==> run_1/m4.png <==
(2 px per µm) Cells faint in the background.
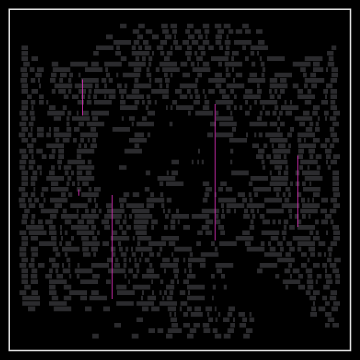
==> run_1/closeup.png <==
Region (117, 32) to (137, 52) µm. Cells in gray, sequential cells in the stronger gray; small squares are vias.
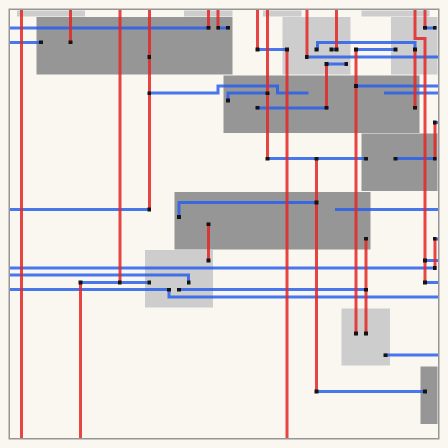
==> run_1/congestion_map.png <==
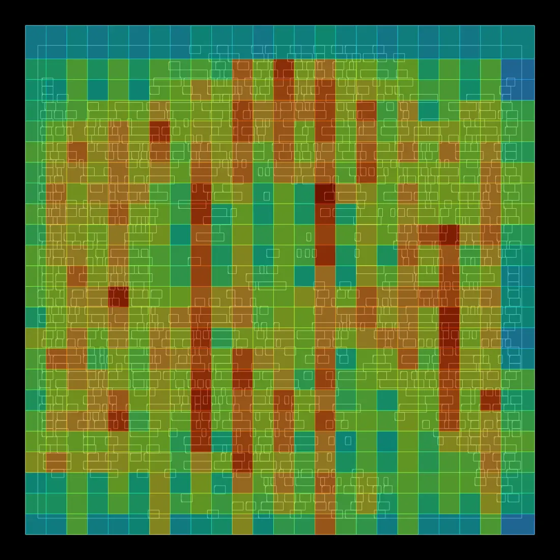
--- config.mk ---
export PLATFORM = sky130hd
export DESIGN_NAME = auv_csr_ctrl
export DESIGN_NICKNAME = d
export VERILOG_FILES = /design/src/rtl/auv_csr_pkg.sv /design/src/rtl/auv_csr_decode.sv /design/src/rtl/auv_csr_ctrl.sv
export SDC_FILE = /design/constraint.sdc
export NUM_CORES = 1
export LEC_CHECK = 0
export ABC_AREA = 0
export CAP_MARGIN = 0
export CELL_PAD_IN_SITES_DETAIL_PLACEMENT = 1
export CELL_PAD_IN_SITES_GLOBAL_PLACEMENT = 2
export CORE_MARGIN = 4
export CORE_UTILIZATION = 26
export DETAILED_ROUTE_END_ITERATION = 12
export GPL_ROUTABILITY_DRIVEN = 0
export GPL_TIMING_DRIVEN = 0
export PLACE_DENSITY = 0.93
export SLEW_MARGIN = 20
export SYNTH_ARGS = -nofsm -noshare
export SYNTH_HDL_FRONTEND = slang
export SYNTH_SLANG_ARGS = --single-unit
--- constraint.sdc ---
create_clock -name clk -period 2.21 [get_ports clk]
set_input_delay 0.442 -clock clk [delete_from_list [all_inputs] [get_ports clk]]
set_output_delay 0.442 -clock clk [all_outputs]
set_load 0.01 [all_outputs]
--- src/rtl/auv_csr_pkg.sv ---
// Shared types and constants for the CSR bus master and its address decoder.
package auv_csr_pkg;

  localparam int unsigned CSR_ADDR_W = 12;
  localparam int unsigned NSLV       = 4;

  typedef enum logic [1:0] {
    CsrOpNone = 2'b00,
    CsrOpRw   = 2'b01,
    CsrOpRs   = 2'b10,
    CsrOpRc   = 2'b11
  } csr_op_e;

  // Slave indices on the CSR bus
  localparam int unsigned SLV_MINFO = 0;
  localparam int unsigned SLV_TRAP  = 1;
  localparam int unsigned SLV_MCNT  = 2;
  localparam int unsigned SLV_UCNT  = 3;

  // Inclusive address windows per slave
  localparam logic [CSR_ADDR_W-1:0] MINFO_BASE  = 12'hF11;
  localparam logic [CSR_ADDR_W-1:0] MINFO_LIMIT = 12'hF15;
  localparam logic [CSR_ADDR_W-1:0] TRAP_BASE   = 12'h300;
  localparam logic [CSR_ADDR_W-1:0] TRAP_LIMIT  = 12'h3FF;
  localparam logic [CSR_ADDR_W-1:0] MCNT_BASE   = 12'hB00;
  localparam logic [CSR_ADDR_W-1:0] MCNT_LIMIT  = 12'hBFF;
  localparam logic [CSR_ADDR_W-1:0] UCNT_BASE   = 12'hC00;
  localparam logic [CSR_ADDR_W-1:0] UCNT_LIMIT  = 12'hCFF;

  // Zicsr encodes read-only CSRs with the top two address bits set
  function automatic logic csr_is_ro(logic [CSR_ADDR_W-1:0] addr);
    return addr[11:10] == 2'b11;
  endfunction

endpackage

--- src/rtl/auv_csr_decode.sv ---
// CSR address decoder: one-hot slave select plus illegal-access flag.
module auv_csr_decode
  import auv_csr_pkg::*;
(
  input  logic [CSR_ADDR_W-1:0] addr,
  input  logic                  wr_en,
  output logic [NSLV-1:0]       sel,
  output logic                  illegal
);

  // Match the address against each slave window; unmapped or write-to-RO is illegal
  always_comb begin
    sel = '0;
    if (addr >= MINFO_BASE && addr <= MINFO_LIMIT) sel[SLV_MINFO] = 1'b1;
    if (addr >= TRAP_BASE  && addr <= TRAP_LIMIT)  sel[SLV_TRAP]  = 1'b1;
    if (addr >= MCNT_BASE  && addr <= MCNT_LIMIT)  sel[SLV_MCNT]  = 1'b1;
    if (addr >= UCNT_BASE  && addr <= UCNT_LIMIT)  sel[SLV_UCNT]  = 1'b1;
    illegal = (sel == '0) || (wr_en && csr_is_ro(addr));
  end

endmodule

--- src/rtl/auv_csr_ctrl.sv ---
// CSR bus master: runs one Zicsr op as optional read then optional write phase.
module auv_csr_ctrl
  import auv_csr_pkg::*;
#(
  parameter int unsigned TIMEOUT = 15
) (
  input  logic                   clk,
  input  logic                   rst_n,
  input  logic                   req_valid,
  output logic                   req_ready,
  input  logic [1:0]             req_op,
  input  logic [CSR_ADDR_W-1:0]  req_addr,
  input  logic [31:0]            req_wdata,
  input  logic                   req_rd_en,
  input  logic                   req_wr_en,
  output logic                   rsp_valid,
  output logic [31:0]            rsp_rdata,
  output logic                   rsp_illegal,
  output logic [NSLV-1:0]        cbus_sel,
  output logic [CSR_ADDR_W-1:0]  cbus_addr,
  output logic [31:0]            cbus_dat_wr,
  output logic                   cbus_rd,
  output logic                   cbus_wr,
  input  logic [NSLV*32-1:0]     cbus_dat_rd,
  input  logic [NSLV-1:0]        cbus_ack
);

  typedef enum logic [1:0] {StIdle, StRead, StWrite, StResp} state_e;

  state_e                state_q, state_d;
  csr_op_e               op_q, op_d;
  logic [CSR_ADDR_W-1:0] addr_q, addr_d;
  logic [31:0]           wdata_q, wdata_d;
  logic                  wr_en_q, wr_en_d;
  logic [NSLV-1:0]       sel_q, sel_d;
  logic [31:0]           old_q, old_d;
  logic [31:0]           new_q, new_d;
  logic                  illegal_q, illegal_d;
  logic [7:0]            cnt_q, cnt_d;

  logic [NSLV-1:0] dec_sel;
  logic            dec_illegal;
  logic [31:0]     rd_word;
  logic [31:0]     rmw_val;
  logic            ack_ok;
  logic            timeout_hit;

  auv_csr_decode u_decode (
    .addr    (req_addr),
    .wr_en   (req_wr_en),
    .sel     (dec_sel),
    .illegal (dec_illegal)
  );

  // Select read data of the latched slave
  always_comb begin
    rd_word = '0;
    for (int i = 0; i < int'(NSLV); i++) begin
      if (sel_q[i]) rd_word = rd_word | cbus_dat_rd[i*32 +: 32];
    end
  end

  // Read-modify-write value from freshly read data
  always_comb begin
    unique case (op_q)
      CsrOpRs: rmw_val = rd_word | wdata_q;
      CsrOpRc: rmw_val = rd_word & ~wdata_q;
      default: rmw_val = wdata_q;
    endcase
  end

  // First phase cycle may carry a stale ack held from the previous phase
  assign ack_ok      = (cnt_q != 8'd0) && |(cbus_ack & sel_q);
  assign timeout_hit = cnt_q == 8'(TIMEOUT - 1);

  // Next-state, capture and timeout logic
  always_comb begin
    state_d   = state_q;
    op_d      = op_q;
    addr_d    = addr_q;
    wdata_d   = wdata_q;
    wr_en_d   = wr_en_q;
    sel_d     = sel_q;
    old_d     = old_q;
    new_d     = new_q;
    illegal_d = illegal_q;
    cnt_d     = '0;
    unique case (state_q)
      StIdle: begin
        if (req_valid && req_op != CsrOpNone) begin
          op_d      = csr_op_e'(req_op);
          addr_d    = req_addr;
          wdata_d   = req_wdata;
          wr_en_d   = req_wr_en;
          sel_d     = dec_sel;
          old_d     = '0;
          new_d     = req_wdata;
          illegal_d = dec_illegal;
          if (dec_illegal) begin
            state_d = StResp;
          end else if (req_rd_en || csr_op_e'(req_op) != CsrOpRw) begin
            state_d = StRead;
          end else begin
            state_d = StWrite;
          end
        end
      end
      StRead: begin
        if (ack_ok) begin
          old_d   = rd_word;
          new_d   = rmw_val;
          state_d = wr_en_q ? StWrite : StResp;
        end else if (timeout_hit) begin
          illegal_d = 1'b1;
          old_d     = '0;
          state_d   = StResp;
        end else begin
          cnt_d = cnt_q + 8'd1;
        end
      end
      StWrite: begin
        if (ack_ok) begin
          state_d = StResp;
        end else if (timeout_hit) begin
          illegal_d = 1'b1;
          old_d     = '0;
          state_d   = StResp;
        end else begin
          cnt_d = cnt_q + 8'd1;
        end
      end
      StResp:  state_d = StIdle;
      default: state_d = StIdle;
    endcase
  end

  // State and datapath registers
  always_ff @(posedge clk or negedge rst_n) begin
    if (!rst_n) begin
      state_q   <= StIdle;
      op_q      <= CsrOpNone;
      addr_q    <= '0;
      wdata_q   <= '0;
      wr_en_q   <= 1'b0;
      sel_q     <= '0;
      old_q     <= '0;
      new_q     <= '0;
      illegal_q <= 1'b0;
      cnt_q     <= '0;
    end else begin
      state_q   <= state_d;
      op_q      <= op_d;
      addr_q    <= addr_d;
      wdata_q   <= wdata_d;
      wr_en_q   <= wr_en_d;
      sel_q     <= sel_d;
      old_q     <= old_d;
      new_q     <= new_d;
      illegal_q <= illegal_d;
      cnt_q     <= cnt_d;
    end
  end

  // Outputs decoded from registered state only
  always_comb begin
    req_ready   = state_q == StIdle;
    rsp_valid   = state_q == StResp;
    rsp_rdata   = rsp_valid ? old_q : '0;
    rsp_illegal = rsp_valid && illegal_q;
    cbus_rd     = state_q == StRead;
    cbus_wr     = state_q == StWrite;
    cbus_sel    = (cbus_rd || cbus_wr) ? sel_q : '0;
    cbus_addr   = addr_q;
    cbus_dat_wr = new_q;
  end

endmodule

==> notes.md, run 1 <==
Numbers from the implementation run.

The met2 routed wirelength is 14500 µm. The remaining routing DRC violations is 0. The count of antenna-violating nets left after detailed routing is 0. The routed design shows a wire length per standard cell of 22.06 µm. Data on the critical path arrives at its endpoint at 1.82 ns.

The run finished, with violations left. For this design the static power due to leakage is 4.675 nW. The cell area that synthesis handed to floorplanning was 0.006812 mm². The total clock sinks is 126. The post-route standard cell area excluding fillers is 0.01064 mm². The clock tree synthesis step divided the H-tree into 4 levels. According to the floorplan report, the placeable core area is 0.02547 mm². The via count of the first global-routing pass is 7479. The first-pass GRT wire length is 43990 µm.

Per the synthesis report, the single largest cell type by area occupies 46.29% of cell area. The worst min-delay path startpoint is old_q[14]. Across all stage logs, warnings added up to 33.

The total power draw is 12.37 mW. STA classifies the critical path endpoint as an output port. Sorting the synthesized cells by how often they occur yields dfrtp_1, nand3_1, a22oi_1, mux2_2, nand2_1. The clock passes through at most 2 buffers. The post-synthesis cell count is 678. For this run, the share of the core covered by cells in the final layout is 41.77%. For the worst reg-to-reg path, the startpoint reported by OpenROAD is cnt_q[0]. The analysis reports a worst IR drop on VDD of 0.5799 mV. Setup repair after global routing could not meet its margin everywhere. Looking at area per cell type in the netlist, the leader is dfrtp_1. The number of unique standard cell types used by synthesis is 48. The post-placement cell area is 0.009930 mm².

The floorplan row count is 58. The warning tally printed by Yosys for this design is 0. Final hold analysis gives a worst-case slack of 0.4965 ns. The global-route usage over all layers is 19.90%. The chip occupies 0.02885 mm². The final number of hold-violating endpoints is 0. The final worst-path setup slack is -0.05085 ns.

The capture point of the worst register-to-register path is recorded as old_q[12]. For reference, the top cells by area after synthesis are dfrtp_1, mux2_2, a22oi_1. From left edge to right edge, the die measures 169.9 µm. The detailed router reports a met3 wire length of 2399 µm. The number of enable flip-flop cells is 0. The cell sitting at the root of the clock tree is a clkbuf_16. The relative max-transition margin is 51.17%. For this design the ratio of total power to cell area is 1163 mW/mm². The clock tree from TritonCTS is built. The pin count of the biggest net entering global routing is 65.

In the routed layout, each cell is associated on average with a via count of 5.118. Per STA, the endpoint of the critical path is cbus_wr. The kind of start point of the critical path is a register.

The number of cells on the worst reg-to-reg path is 9. The count of buffers added on input and output ports is 267. The largest driver fanout on the critical path is 6. The setup path with the least slack is of type register to output port. The post-synthesis area per instance is 10.05 µm².

After the last flow step, the layout net total stands at 1164. The clock skew is 0.009160 ns. The post-route minimum period is 2.261 ns. The number of buffers inserted to repair setup after CTS is 8. TritonCTS created 17 clock buffers. The initial antenna violation count is 1. Per the run summary, max-cap violations total 0. The latest clock arrival within the worst-skew pair is 0.42 ns. After detailed routing, no signal wire sits above met5. The end-of-flow timing check tallies setup violations at 2. The fraction of layout instances using a drive strength above 1 is 15.30%. Hold analysis lists the worst path endpoint as old_q[14].

From bottom edge to top edge, the die measures 169.9 µm. The final period utilization is 102.3%. The number of cells upsized or downsized after cts is 103. The report puts the hold buffer count at CTS at 1. The fraction of the yosys area taken by sequential cells is 46.29%. The number of ports placed on the die boundary is 268. In the hold timing report, the worst path depth is 1. After global routing the overflow that remains totals 0.

The cell with the most instances after synthesis is dfrtp_1. The final max-slew violation count recorded for this run is 0. The first detailed-routing pass ran for 4 iterations. The synthesized netlist was found by Yosys to have 678 cells. In the CTS report, the clock slew at the register clock pins of the worst setup and hold paths is listed as 0.06 ns. The checks that failed: negative setup slack. Looking at the max-slew report, the worst-margin pin has a slew of 0.7325 ns.

Prior to clock tree synthesis, the placed netlist has a worst setup slack of -0.6755 ns. For this run the detailed placement stage logged an HPWL of 21590 µm. At the worst endpoint, the required time is 1.77 ns. In this run the worst hold path is classified as register to register. The chip area line of the yosys report is 0.006812 mm².
## Picture notes: m4.png
nets with wire on the layer: 4
wire length on this layer: 175 µm
final wirelength: 29090 µm
vias after detailed routing: 6750

## Picture notes: closeup.png
| layer | color |
|---|---|
| M1 | blue |
| M2 | red |
netlist names of flops here include: old_q (3)
cells with their middle in the window: 7
most frequent: dfrtp_1 (3), and2_1 (2), a22o_1 (2)
sequential cells in the window: 3

## Picture notes: congestion_map.png
met3 demand-to-capacity share in global routing: 6.156%
global routing met1 resource utilization: 24.32%

[run 1: cell type report]
class	count	area [µm²]
Tap cell	330	412.9
Clock buffer	17	425.4
Antenna cell	2	5.005
Timing Repair Buffer	277	2704
Clock inverter	15	136.4
Sequential cell	126	3154
Inverter	5	18.77
Multi-Input combinational cell	490	3402
Fill cell	2897	14830
Buffer	57	380.4
[run 1: where the power goes]
group	internal (mW)	switching (mW)
registers	3.12	0.534
logic	2.84	3.16
clock network	1.56	1.16
total	7.51	4.86
[run 1: per-stage QoR]
| step | setup TNS (ns) | cells |
|---|---|---|
| 3_5_place_dp | -45.66 | 1276 |
| 6_report | -0.1001 | 1319 |
| 2_1_floorplan | 0 | 678 |
| 3_3_place_gp | -625.31 | 1275 |
| 4_1_cts | -0.1530 | 1317 |
| 5_1_grt | -0.2996 | 1317 |
[run 1: worst max-delay path, cell delays in order, from the launching register on]
cell and delay, ns:
dfrtp_1 0.42, inv_1 0.13, ha_2 0.28, clkdlybuf4s50_1 0.57
[run 1: kinds of logic after synthesis]
family                     count (synthesis)  synth area share, %
adders and majority gates                  7                1.286
xor gates and xnor gates                   5               0.6429
and+or+nand+nor                          243                18.33
muxes                                     47                7.770
AOI/OAI and AO/OA                        188                21.22
buffers and inverters                     62                4.463
DFF                                      126                46.29
[run 1: layout by cell type, fill, tap and decap left out, types with 33 or more instances in the layout]
master	netlist	final
nor2_1	44	44
nand2_1	45	44
a22oi_1	64	64
nand2b_1	33	33
mux2_2	47	47
dfrtp_1	126	125
and2_1	38	38
clkdlybuf4s50_1	0	228
nand3_1	67	67
[run 1: flip-flops by register name, summed over array words and instances, names as in the netlist, 2 cells and up]
signal and flops:
cbus_addr 12, cbus_dat_wr 32, cnt_q 8, old_q 32
op_q 2, sel_q 4, state_q 2, wdata_q 32
==> run_1/layers.png <==
(2 px per µm)
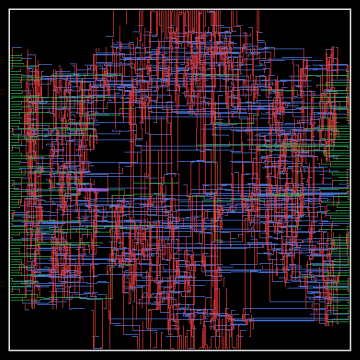

==> run 2, diff against run 1 <==
--- a/config.mk
+++ b/config.mk
@@ -15,6 +15,7 @@
 export GPL_ROUTABILITY_DRIVEN = 0
 export GPL_TIMING_DRIVEN = 0
 export PLACE_DENSITY = 0.93
+export SETUP_SLACK_MARGIN = 0.4
 export SLEW_MARGIN = 20
 export SYNTH_ARGS = -nofsm -noshare
 export SYNTH_HDL_FRONTEND = slang
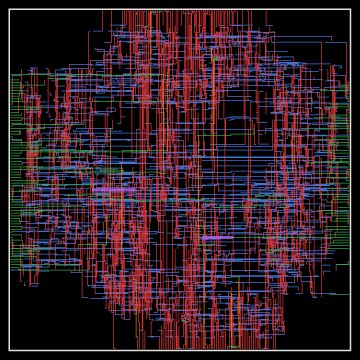
(run_2/layers.png)
(2 px per µm)
| layer | color | wire length |
|---|---|---|
| M5 | purple | 34.0 µm |
| M2 | red | 15900 µm |
| M3 | green | 1950 µm |
| M4 | orange | 494 µm |
| M1 | blue | 12600 µm |
vias after detailed routing: 6965
final wirelength: 30950 µm
wire length per cell after detailed routing: 22.67 µm
Global Route Usage Sum: 20.56%

==> run 2 against run 1 <==
Compared with the run above: the flow now finishes without violations; flip-flop count is the same; hold slack got worse by 0.068 ns; die size unchanged; clock skew is 0.0022 ns higher; power increased by 18%; sequential share of layout area down 3.6 points; largest cell class is now non-clock buffers; setup slack better by 0.15 ns; critical path type unchanged; largest power group unchanged; critical endpoint is now rsp_rdata[26]; synthesized cell count is the same; non-clock buffer count up 47.
==> notes.md, run 2 <==
Numbers from the implementation run.

The total iterations of the first detailed-routing run is 4. The logic gate fraction of the total cell area is 30.91%. The number of nets in the layout is 1211. At the worst endpoint, the arrival time is 1.66 ns.

The latest clock arrival within the worst-skew pair is 0.43 ns. The warning tally printed by Yosys for this design is 0. The kind of end point of the critical path is an output port.

In this run the mean area of a mapped cell was 10.05 µm². The total of endpoints with negative setup slack in the final report is 0. The required time at the worst endpoint is listed as 1.77 ns.

Buffers outside the clock tree occupy 34.56% of the routed design's cell area. After layout, the worst setup slack is 0.1031 ns. The relative max-transition margin is 59.85%. The pin closest to its max-slew limit shows a slew of 0.6023 ns.

The total negative slack for setup checks is 0 ns. For reference, the top cells by area after synthesis are dfrtp_1, mux2_2, a22oi_1. The report counts max-capacitance violations totalling 0. For this design, Yosys synthesis ends with a cell count of 678. The share of the synthesized area in the top cell type is 46.29%. In the synthesized netlist, the cells that appear most often are dfrtp_1, nand3_1, a22oi_1, mux2_2, nand2_1.

The filler cell count is 2724. 268 I/O pins were placed. The first global-routing pass estimated 45120 µm of wire. The total congestion overflow after global routing is 0. Per the CTS log, the buffer count on the longest clock path is 2. The clock skew is 0.01132 ns. The cell class with the largest area share is non-clock buffers.

TritonCTS created 17 clock buffers. The number of flip-flops and latches is 126. The number of enable flip-flop cells is 0. The detailed placer reported the number of placed instances as 1276. Total power for the finished layout comes to 14.60 mW.

Of the total standard cell area in the layout, the sequential portion is 26.08%. Prior to clock tree synthesis, the placed netlist has a worst setup slack of -0.5770 ns. The via count of the first global-routing pass is 7574. The worst hold-check path type is input port to register. The most numerous logic cell after layout is clkdlybuf4s50_1.

Counting I/O delays and the setup requirement, the final critical path takes 2.107 ns. The class of the most critical setup path is register to output port. The area taken by sequential standard cells is reported as 0.003157 mm². The chip height is 169.9 µm. The finished layout holds 1365 standard cells, fillers aside. The port buffer count is 267. Sequential cells were found to cover 46.29% of the synthesized design area. Per the layout report, the design carries 5 non-clock inverters.

The power per cell area is 1206 mW/mm². Summed over all cells, the static leakage comes to 5.478 nW. Setup repair after global routing could not meet its margin everywhere. The clock tree from TritonCTS is built. The gate-level netlist out of Yosys references 48 unique cell types. The pin count of the biggest net entering global routing is 82. The total inserted antenna cells is 1. Sorting the synthesis cell report by count puts at the top dfrtp_1.

The area inside the core boundary is 0.02547 mm². Cells with a size suffix above 1 make up 30.56% of the layout. Summing all non-filler instances in the final layout gives an area of 0.01211 mm². The tightest hold margin is 0.4287 ns. The worst setup path is launched from a register. Counting every instance in the synthesized netlist gives 678. Once detailed placement completed, the half-perimeter wirelength came to 21030 µm. The count of clock buffers in the final design is 17. The via count normalized by instance count is 5.103. In the final layout, the multi-input gates occupy 0.003742 mm². The maximum level of the CTS H-tree is 4. The biggest area contributor in the post-synthesis netlist is dfrtp_1.

The synthesized cell area is 0.006812 mm². Per the post-CTS timing run, clock transition at the registers of the reported paths is 0.06 ns. The post-placement cell area is 0.009968 mm². The die is 169.9 µm wide. The warning total across the stage logs is 34. The final number of hold-violating endpoints is 0.

The CTS log lists the clock sinks for this run as 126. The run finished with clean final reports. Counting plain and timing-repair buffers in the layout gives 381. The clock-cell share of area is 4.837%.

The layout overhead on the synthesized area is 77.72%. After floorplanning, the die was sized to cover 0.02885 mm². The final max-slew violation count recorded for this run is 0.
-- run 2: worst max-delay path: stages, from the launching register on --
cell and delay, ns:
dfrtp_2 0.44, ha_4 0.24, buf_6 0.15, clkbuf_16 0.16, and2_4 0.14, buf_6 0.11
-- run 2: worst paths after layout --
kind,from,to,slack (ns),depth (start not counted)
worst max-delay path,state_q[1],rsp_rdata[26],0.10,5
worst min-delay path,req_addr[11],sel_q[1],0.43,2
worst max register to register,cnt_q[5],old_q[26],0.11,8
worst min register to register,cbus_addr[11],cbus_addr[11],0.50,1
max in group asynchronous,rst_n,state_q[1],0.94,3
min in group asynchronous,rst_n,cbus_dat_wr[5],0.50,2
-- run 2: cell families (layout without fill, tap and decap cells) --
| family | count (synthesis) | in the layout | synth area share [%] |
|---|---|---|---|
| compound gates | 188 | 188 | 21.22 |
| xor+xnor | 5 | 5 | 0.6429 |
| fa+ha+maj | 7 | 7 | 1.286 |
| buf+inv | 62 | 418 | 4.463 |
| flops | 126 | 126 | 46.29 |
| mux | 47 | 47 | 7.770 |
| other cells | 0 | 1 | 0 |
| simple gates | 243 | 243 | 18.33 |
-- run 2: repair_timing --
| item | CTS | global route |
|---|---|---|
| endpoints found under the setup margin | 155 | 172 |
| hold buffers | 1 | 0 |
| hold endpoints to repair | 45 | 0 |
| pin swaps | 16 | 47 |
| buffers inserted | 28 | 14 |
| gates resized | 350 | 106 |
| gates cloned | 9 | 4 |
-- run 2: metal layers --
layer / wire length (µm) / vias up / track usage, %
li1: - / 3184 / -
met1: 12600 / 3524 / 24.59
met2: 15880 / 218 / 36.41
met3: 1944 / 35 / 5.459
met4: 494 / 4 / 5.810
met5: 34 / - / 0
-- run 2: report_power, final --
group	internal, mW	switching, mW
clock network	1.67	1.18
registers	3.12	0.569
logic	4.25	3.81
total	9.04	5.56
==> run 3, diff against run 2 <==
--- a/config.mk
+++ b/config.mk
@@ -12,7 +12,7 @@
 export CORE_MARGIN = 4
 export CORE_UTILIZATION = 26
 export DETAILED_ROUTE_END_ITERATION = 12
-export GPL_ROUTABILITY_DRIVEN = 0
+export GPL_ROUTABILITY_DRIVEN = 1
 export GPL_TIMING_DRIVEN = 0
 export PLACE_DENSITY = 0.93
 export SETUP_SLACK_MARGIN = 0.4
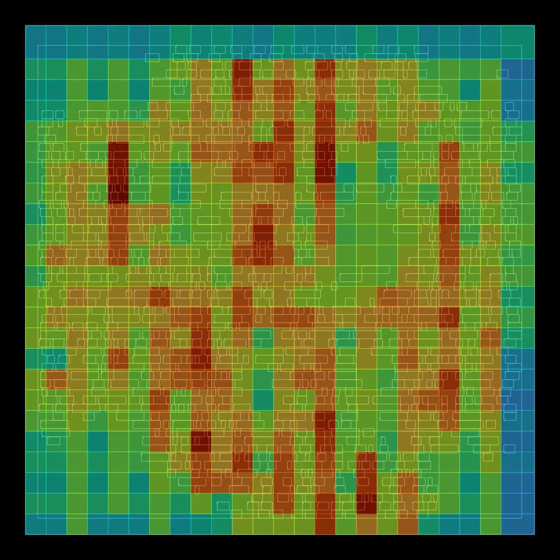
(run_3/congestion_map.png)
GR peak layer: met2
global-route track usage on met2: 36.41%
global routing met1 resource utilization: 24.59%
Post-Route Utilization: 47.52%

==> run 3 against run 2 <==
Compared with the run above: flip-flop count unchanged; sequential share of layout area unchanged; clock power about the same; clock skew stayed put; area after synthesis stayed put; final cell count unchanged; setup slack is the same; clock-buffer cell count stayed put; combinational power about the same; critical endpoint unchanged.
==> notes.md, run 3 <==
Numbers from the implementation run.

The flow ran to the end, and the final reports show no timing, DRC or antenna violations. The delay of the slowest critical-path stage is 0.44 ns. STA shows the worst reg2reg path with a cell count of 8. Total global-route track usage over all layers is 20.56%. The routed design could run at a clock period as short as 2.107 ns. The die boundary width is 169.9 µm. The filler cell count is 2724. The synthesized cell area is 0.006812 mm². The sequential power is 3.69 mW.

STA classifies the critical path startpoint as a register. The share of the synthesized area in the top cell type is 46.29%. The clock network power is 2.85 mW. The total number of yosys warnings is 0. Entering global routing, the biggest net connects 82 pins. The number of cells reported by Yosys stat comes to 678. Per the summary, power density relative to cell area is 1206 mW/mm². After clock tree synthesis, the clock-pin slew on the worst setup and hold paths is 0.06 ns. The fraction of the yosys area taken by sequential cells is 46.29%.

The post-detailed-routing wire length is 30950 µm. The number of ports placed on the die boundary is 268. The logic gate share of total power is 55.2%. Hold timing on the final database bottoms out at a slack of 0.4287 ns. The clock network is responsible for 19.5% of the overall power. The main area contributors are dfrtp_1, mux2_2, a22oi_1. After synthesis, the mean cell area works out to 10.05 µm². The combined buffer and inverter count along the critical path is 3.

Per the detailed placement report, the placed cell area equals 0.009968 mm². The analysis attributes to net switching a power of 5.556 mW. The total clock sinks is 126.

The share of power burned in registers is 25.3%. Ranked by instance count, the synthesized netlist is headed by dfrtp_1, nand3_1, a22oi_1, mux2_2, nand2_1. The analysis reports a worst IR drop on VDD of 0.5590 mV. For the worst reg-to-reg path, the startpoint reported by OpenROAD is cnt_q[5]. The first global-routing pass estimated 45120 µm of wire. The achievable clock frequency is 0.4746 GHz. The count of placed standard cells in the final layout, fillers left out is 1365. The via count normalized by instance count is 5.103.

The final period utilization is 95.33%. The maximum clock path buffer count is 2. Per STA, the worst path accumulates the most delay in the family flip-flops. The number of placed cells counting well taps is 1276. The latest clock arrival within the worst-skew pair is 0.43 ns. Yosys mapped a number of flops with a built-in enable equal to 0.

The remaining routing DRC violations is 0. The final max-slew violation count recorded for this run is 0. The main flop type after synthesis is dfrtp_1. The power report shows net switching accounting for 38.05% of the total. The count of antenna-violating nets left after detailed routing is 0. The class of the most critical setup path is register to output port. The total power draw is 14.60 mW. The number of stages on the worst setup path is 5. The flop-to-flop setup slack is 0.11 ns.

The internal portion of the total power is 9.043 mW. The buffer_ports step reported a buffer count of 267. After floorplanning, the die was sized to cover 0.02885 mm².

The chip height is 169.9 µm. The initial core utilization is 26.74%. The clock tree from TritonCTS is built. By instance count, the cell type seen most on the critical path is buf_6. The layout report lists the combined flip-flop and latch area as 0.003157 mm². The largest individual stage delay along the critical path comes from the cell dfrtp_2. The hold path depth is 2. The post-synthesis cell count is 678.

According to the dpl log, the detail-placed design has an HPWL of 21030 µm. The mean routed wirelength per cell is 22.67 µm. The post-route netlist has 30.56% of its cells at a drive strength greater than 1. The initial antenna violation count is 3.

CTS added clock buffers totalling 17. The power in combinational cells is 8.06 mW. Counting endpoints that fail hold in the final report gives 0. Summed over all failing endpoints, the final setup total negative slack is 0 ns. The number of unique standard cell types used by synthesis is 48. The worst-case hold path end point is sel_q[1]. The chip area line of the yosys report is 0.006812 mm². The final weighted congestion recorded by global placement is 0.7636. The cell sitting at the root of the clock tree is a clkbuf_16. The max-cap violation count is 0.

The warning total across the stage logs is 34. The number of register bits inferred by synthesis is 126. The largest area contributor in the synthesized netlist is dfrtp_1. In the layout the commonest cells are clkdlybuf4s50_1, dfrtp_1, nand3_1.

STA classifies the critical path endpoint as an output port. The post-synthesis async set-or-reset flop share is 100.0%. For this run, the final setup violation count is recorded as 0. STA puts the critical path data arrival time at 1.66 ns. The layout overhead on the synthesized area is 77.72%. The floorplan row count is 58. The H-tree was split into 4 levels.

The DRC violation total after the first TritonRoute iteration is 301. Setup repair after global routing could not meet its margin everywhere. The post-route standard cell area excluding fillers is 0.01211 mm². The total number of vias is 6965. The critical path required time is 1.77 ns. STA lists the startpoint of the worst hold path as req_addr[11]. The biggest slice of the total power is consumed by combinational cells. The layout report lists the multi-input gate area as 0.003742 mm². The cell with the most instances after synthesis is dfrtp_1. The relative max-transition margin is 59.85%.

Synthesis produced a netlist with a net count of 868. The critical path maximum fanout is 6. The total iterations of the first detailed-routing run is 4. Per the cell usage report, the commonest logic cell in the layout is clkdlybuf4s50_1. For reference, the critical path cell chain is ha_4 > buf_6 > clkbuf_16 > and2_4 > buf_6.

In this run the critical register-to-register path is captured at old_q[26]. The number of nets in the layout is 1211. The total congestion overflow after global routing is 0. The path class of the tightest hold or removal check is input port to register. For this design the static power due to leakage is 5.478 nW. The area inside the core boundary is 0.02547 mm². For the pin with the worst max-slew slack, the measured transition is 0.6023 ns. The clock arrives with 0.01132 ns of skew.

The via count of the first global-routing pass was 7574.
## run 3: cell counts after synthesis
Identical to the previous run, type by type.
## run 3: cell type report
cell class,count,area share [%]
tap,330,3.411
antenna,1,0.02067
multi-input combinational,490,30.91
buffer,57,4.692
timing repair buffer,324,29.87
sequential,126,26.08
clock buffer,17,3.514
clock inverter,15,1.323
inverter,5,0.1757
## run 3: kinds of logic after synthesis
family	synth area share, %
adder cells (fa/ha/maj)	1.286
XOR/XNOR	0.6429
AND-OR/OR-AND	21.22
flip-flops	46.29
AND/OR/NAND/NOR	18.33
buffers and inverters	4.463
multiplexers	7.770
## run 3: what timing repair did
item                                   CTS  global route
buffers inserted                        28            14
resized                                350           106
setup endpoints to repair              155           172
endpoints found under the hold margin   45             0
pin swaps                               16            47
gates cloned                             9             4
hold buffers                             1             0
## run 3: stage by stage
| stage | worst slack [ns] | utilization, % |
|---|---|---|
| after CTS | 0.1052 | 45.21 |
| after global placement | -4.680 | 39.01 |
| after floorplan | 0.3953 | - |
| after global routing | 0.05956 | 47.52 |
| final | 0.1031 | 47.52 |
| after detailed placement | -0.5770 | 39.13 |
## run 3: worst max path at each step
stage	start	end	slack (ns)
finish	state_q[1]	rsp_rdata[26]	0.10
global route	state_q[1]	rsp_rdata[17]	0.06
CTS	state_q[0]	rsp_rdata[17]	0.11
detailed placement	state_q[1]	rsp_illegal	-0.58
global placement	rst_n	wdata_q[27]	-4.68
floorplan	sel_q[0]	old_q[10]	0.40
## run 3: per-layer routing
layer | global-route usage (%) | vias to the layer above | share of wire, %
met5 | 0 | - | 0.11
met4 | 5.810 | 4 | 1.6
met3 | 5.459 | 35 | 6.3
met2 | 36.41 | 218 | 51
met1 | 24.59 | 3524 | 41
li1 | - | 3184 | -
Power is estimated from default activity; no workload was simulated.
